[src/rtl/cpu_pkg.sv]
// Shared types and constants for the 16-bit processor.
// Fetch controller states, bus widths and opcode field layout.
package cpu_pkg;

  localparam int ADDR_W  = 7;
  localparam int INSTR_W = 16;

  localparam int OP_MSB = 15;
  localparam int OP_LSB = 12;

  localparam logic [3:0] OP_HALT = 4'hF;

  typedef enum logic [2:0] {
    IDLE,
    FETCH,
    LOAD,
    EXEC,
    ADVANCE,
    HALTED
  } fetch_state_t;

endpackage

[src/rtl/instr_fetch_ctrl.sv]
// Fetch sequencer: steps the PC, latches ROM words into IR and
// hands them to the datapath until HALT or the last ROM address.
module instr_fetch_ctrl
  import cpu_pkg::*;
(
  input  logic               Clk,
  input  logic               Reset,
  input  logic               Start,
  input  logic [ADDR_W-1:0]  Addr,
  input  logic [INSTR_W-1:0] ROM_Data,
  input  logic               Exec_Done,
  output logic               PC_Clr,
  output logic               PC_Up,
  output logic [INSTR_W-1:0] IR,
  output logic               Instr_Valid,
  output logic               Halted
);

  fetch_state_t state;
  fetch_state_t state_nx;

  logic is_halt;
  logic last_addr;

  assign is_halt   = (IR[OP_MSB:OP_LSB] == OP_HALT);
  assign last_addr = &Addr;

  always_ff @(posedge Clk or posedge Reset) begin
    if (Reset) begin
      state <= IDLE;
      IR    <= '0;
    end else begin
      state <= state_nx;
      if (state == LOAD) begin
        IR <= ROM_Data;
      end
    end
  end

  // Stopping at the last address keeps the PC from wrapping to 0.
  always_comb begin
    state_nx = state;
    unique case (state)
      IDLE: begin
        if (Start) state_nx = FETCH;
      end
      FETCH: begin
        state_nx = LOAD;
      end
      LOAD: begin
        state_nx = EXEC;
      end
      EXEC: begin
        if (Exec_Done) begin
          if (is_halt || last_addr) state_nx = HALTED;
          else                      state_nx = ADVANCE;
        end
      end
      ADVANCE: begin
        state_nx = FETCH;
      end
      HALTED: begin
        if (Start) state_nx = IDLE;
      end
      default: begin
        state_nx = IDLE;
      end
    endcase
  end

  always_comb begin
    PC_Clr      = 1'b0;
    PC_Up       = 1'b0;
    Instr_Valid = 1'b0;
    Halted      = 1'b0;
    unique case (state)
      IDLE:    PC_Clr      = 1'b1;
      EXEC:    Instr_Valid = 1'b1;
      ADVANCE: PC_Up       = 1'b1;
      HALTED:  Halted      = 1'b1;
      default: ;
    endcase
  end

endmodule

[config.mk]
export PLATFORM = sky130hd
export DESIGN_NAME = instr_fetch_ctrl
export DESIGN_NICKNAME = d
export VERILOG_FILES = /design/src/rtl/cpu_pkg.sv /design/src/rtl/instr_fetch_ctrl.sv
export SDC_FILE = /design/constraint.sdc
export NUM_CORES = 1
export LEC_CHECK = 0
export CAP_MARGIN = 20
export CORE_AREA = 2 2 49 51
export CTS_BUF_LIST = sky130_fd_sc_hd__clkbuf_2 sky130_fd_sc_hd__clkbuf_4 sky130_fd_sc_hd__clkbuf_8
export DETAILED_ROUTE_END_ITERATION = 10
export DIE_AREA = 0 0 51 53
export PLACE_DENSITY = 0.88
export SYNTH_ARGS = -nofsm -noshare
export SYNTH_HDL_FRONTEND = slang
export SYNTH_SLANG_ARGS = --single-unit
[constraint.sdc]
create_clock -name Clk -period 2.6 [get_ports Clk]
set_input_delay 0.52 -clock Clk [delete_from_list [all_inputs] [get_ports Clk]]
set_output_delay 0.52 -clock Clk [all_outputs]
set_load 0.005 [all_outputs]
drive_strength.png
Bar = 20 µm.
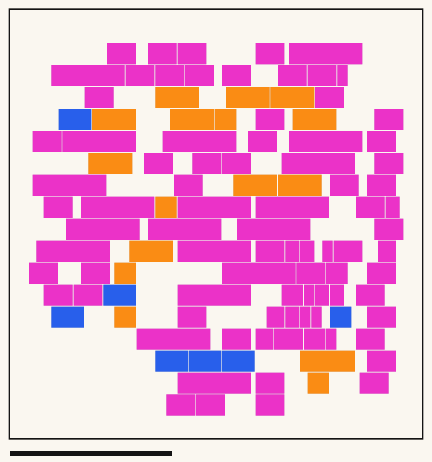
legend:
  blue:
    size: drive 2
    cells: 7
    share: 6.5%
  magenta:
    size: drive 1 or less
    cells: 84
    share: 79%
  orange:
    size: drive 3 to 4
    cells: 16
    share: 15%
area growth from synthesis to final layout: 58.0%
fin worst setup slack: 444 ps

registers.png
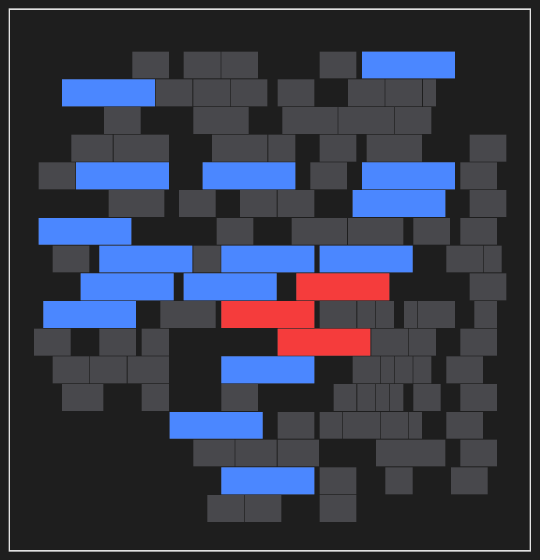
legend:
  blue:
    name_in_the_netlist: IR
    sequential_cells: 16
  red:
    name_in_the_netlist: state
    sequential_cells: 3
share of cell area taken by flip-flops and latches: 0.351
Power Sequential: 579 µW
Sequential Area: 475 µm²
utilization after layout: 0.631

final_clocks.png
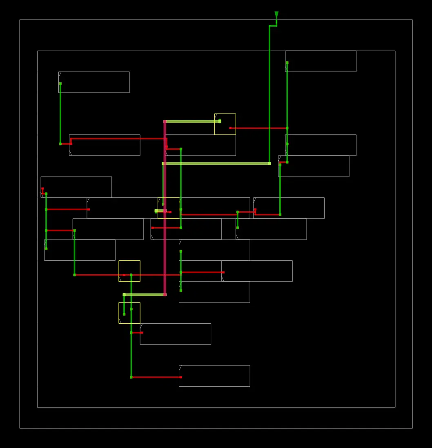
worst-case clock skew: 7.27 ps
Latency at later pin: 300 ps

==> routing by layer <==
layer | GRT usage | vias up
met2 | 0.279 | 28
met5 | 0 | -
met1 | 0.157 | 320
met4 | 0.0676 | 0
met3 | 0.0367 | 3
li1 | - | 307
==> worst max-delay path by stage <==
stage | endpoint | depth (start not counted)
6_report | PC_Up | 3
5_1_grt | PC_Up | 3
4_1_cts | PC_Up | 3
3_5_place_dp | PC_Up | 3
3_3_place_gp | PC_Up | 3
2_1_floorplan | IR[10] | 4
==> logic make-up (layout without fill, tap and decap cells) <==
logic type	Yosys count	count (layout)
flops	19	19
buf+inv	5	53
mux	16	16
simple gates	12	12
compound gates	7	7
==> flip-flops by register name, indices dropped and copies added (netlist names) <==
signal and count:
IR 16, state 3
==> flow_results.org <==
* Flow results

** Status
- Result of the run :: finished, final reports clean

** Setup path
- Worst setup SP type :: register
- Slack of the worst reg-to-reg path :: about 1100 ps
- STA classifies the critical path endpoint as an output pin.
- Worst path required time :: between 2000 and 2500 ps
- Critical register-to-register path endpoint :: IR[11]
- Listed in order, past its start point the critical path passes inv_1 -> nor3_1 -> clkdlybuf4s50_1.
- On the critical path, the stage with the largest delay is an instance of sky130_fd_sc_hd__clkdlybuf4s50_1.
- Largest fanout on the critical path :: 6
- The arrival time of data at the worst endpoint is listed as about 1600 ps.
- Depth of the worst register-to-register path :: 3
- First element of the critical path :: state[2]
- RR Startpoint :: state[1]
- Buf+Inv Stages, Crit Path :: 2
- Largest incremental delay on the critical path :: between 500 and 600 ps
- By startpoint and endpoint, the worst setup path is classified as register to output pin.
- Dominant delay contributor by cell family on the critical path :: buffers and inverters

** Global routing
- GRT Resource Usage Total :: 0.149
- Entering global routing, the biggest net connects 20 pins.
- Global-route wire length before repair :: 2910 µm
- The number of global-route vias before repair is 666.
- Initial antenna violation count :: 0
- For this run the aggregate overflow at the end of global routing stands at 0.

** Power
- After layout, the design draws a total of 1530 µW.
- The clock network power reported by the tool is around 160 µW.
- Clock group share of total power :: 0.103
- Static leakage power :: 0.000563 µW
- Pwr per Cell Area :: between 1000 and 1500 nW/µm²
- In this run the VDD rail shows a maximum IR drop of between 600 and 700 µV.
- Logic gate share of total power :: 0.520
- Internal portion of total power :: around 1100 µW
- Portion of total power attributed to sequential cells :: 0.378
- The net switching power in the latest report is between 400 and 500 µW.
- Per report_power, the top consumer among the power groups is combinational cells.
- The combinational power reported by the tool is about 800 µW.
- The script computed the net switching share of total power as 0.294.

** Yosys
- Multiplexer fraction of the synthesized cell area :: 0.254
- When the netlist entered floorplanning its net count stood at approximately 86.
- The main area contributors are sky130_fd_sc_hd__dfrtp_1, sky130_fd_sc_hd__mux2_4, sky130_fd_sc_hd__mux2_2, sky130_fd_sc_hd__buf_12, sky130_fd_sc_hd__nor3b_4.
- Yosys stat area :: 858 µm²
- Flip-flops with a built-in enable :: 0
- Parity-gate share of the synthesized area counting xor and xnor cells :: 0
- Synthesized registers :: 19
- Most frequent cell after synthesis :: sky130_fd_sc_hd__dfrtp_1
- Of the total synthesized cell area, the portion taken by AND-OR and OR-AND cells is 0.0569.
- The synthesis run identifies the leading combinational cell family as multiplexers.
- In this run, the synthesized area fraction spent on and/or/nand/nor cells is recorded as 0.0860.
- Yosys stat counts 59 cells in the synthesized netlist.
- Per the synthesis report, the adder-cell share of the synthesized area is 0.
- For this run, the register share of the synthesized area comes to 0.554.
- Ys async rst share :: 1.00
- Cell type with the largest total area :: sky130_fd_sc_hd__dfrtp_1
- After synthesis, the most frequently instantiated cells are sky130_fd_sc_hd__dfrtp_1, sky130_fd_sc_hd__mux2_4, sky130_fd_sc_hd__mux2_2.
- Yosys printed 0 warnings.
- Number of instances in the synthesized netlist :: slightly below 60
- Of the post-synthesis cell area, the dominant cell type holds 0.554.
- After synthesis, the mean cell area works out to approximately 15 µm².
- Post-synthesis instance area :: 858 µm²
- In this run, distinct cell masters in the synthesized netlist total 20.
- Among all flip-flop cells after synthesis, the most frequent one is sky130_fd_sc_hd__dfrtp_1.

** Clock network
- Cell chosen for the clock root :: sky130_fd_sc_hd__clkbuf_4
- Post-CTS clock slew at the launch and capture registers of the worst setup and hold paths :: 100 ps
- The number of hold buffers added after CTS was 0.
- Once the clock tree was built, the resizer swapped 0 gates to a different size.
- CTS built an H-tree with a depth of 1.
- Clock Path Buffers :: 2
- After clock tree synthesis, the setup repair step added 0 buffers.
- CTS Sinks :: 19
- TritonCTS clock tree :: built
- Inserted Clock Buffers :: 3

** Final timing
- Per the slew report, the remaining headroom to the max-slew limit stands at 0.549.
- Max-slew violations :: 0
- For the finished layout, the period the worst path requires is 2160 ps.
- Pin slew with the least headroom to its limit :: around 680 ps
- Total negative setup slack :: 0 ps
- Hold Vio Cnt, Final :: 0
- The final timing report counts setup violations totalling 0.
- Max Clk Rate :: roughly 460 MHz
- Across all hold checks on the routed design, the worst slack comes to between 500 and 600 ps.
- The final timing summary puts the cycle share of the worst path at 0.829.
- Setup repair after global routing left no endpoint under its margin.

** Detailed routing
- Via count :: between 600 and 700
- Summed over all layers, the routed wires come to between 1500 and 2000 µm.
- Total met2 wirelength after detailed routing :: around 1000 µm
- Remaining routing DRC violations :: 0
- According to the report, the first pass of detailed routing completed in 4 iterations.
- Drt via density :: ~5
- Signal routing reaches up to met4.
- WL met3 :: roughly 120 µm
- Post-detailed-route count of antenna-violating nets :: 0
- In the final routed layout, each cell accounts on average for roughly 14 µm.
- Met1 Routed Length :: 703 µm
- Detailed-route iteration 0 reported a violation count of 5.

** Cells and area
- Per the layout report, the design carries 47 non-clock buffers.
- Per the final report, the share of cell area in non-clock buffers is 0.345.
- The final layout report lists a non-clock inverter count of 2.
- Per the cell usage report, the commonest logic cell in the layout is sky130_fd_sc_hd__clkdlybuf4s50_1.
- Multi-input combinational area share :: 0.251
- The layout report lists the clock-cell share of area as 0.0221.
- 0 antenna diodes ended up in the layout.
- Logic cell area :: approximately 340 µm²
- The layout contains a multi-input combinational cell count of 35.
- Final-stage net count :: approximately 140
- The layout summary lists the proportion of cells stronger than drive strength 1 as 0.215.
- The finished layout holds 135 standard cells, fillers aside.
- Final cell area excluding filler cells :: between 1000 and 1500 µm²
- Counting the fill cells in the layout gives about 170.
- Top cell category :: sequential cells
- Clock tree buffer count of the final layout :: 4
- Top cells excl fill/tap :: sky130_fd_sc_hd__clkdlybuf4s50_1, sky130_fd_sc_hd__dfrtp_1, sky130_fd_sc_hd__mux2_4
- The final layout contains a sequential cell count of 19.

** Floorplan
- Std-Cell Rows :: 17
- Per the OpenROAD floorplan log, the height of the die is 53 µm.
- According to the floorplan report, the placeable core area is between 2000 and 2500 µm².
- The flow inserted 28 tap cells.
- The floorplan step records an initial core utilization of 0.400.
- Die outline area :: 2700 µm²
- Die Wd :: 51 µm
- I/O pin cnt :: 47

** Min path
- The worst hold path belongs to the class register to register.
- The worst hold path terminates at IR[2].
- Counting instances, the worst hold path has a depth of 1.
- Worst Hold Launch :: IR[2]

** Placed design
- Number of placed cells counting well taps :: about 130
- The placement summary gives the final routability congestion estimate as roughly 0.75.
- Setup Slack @ Placement :: around 780 ps
- Count of input and output buffers :: 46
- The placement stage leaves a total instance area of ~1300 µm².
- HPWL after detailed placement :: ~1500 µm

** Flow run
- Max Cap Violations :: 0
- The stage logs contain a warning count of 26.
No activity file was given, so power comes from the tool's default toggle rates.
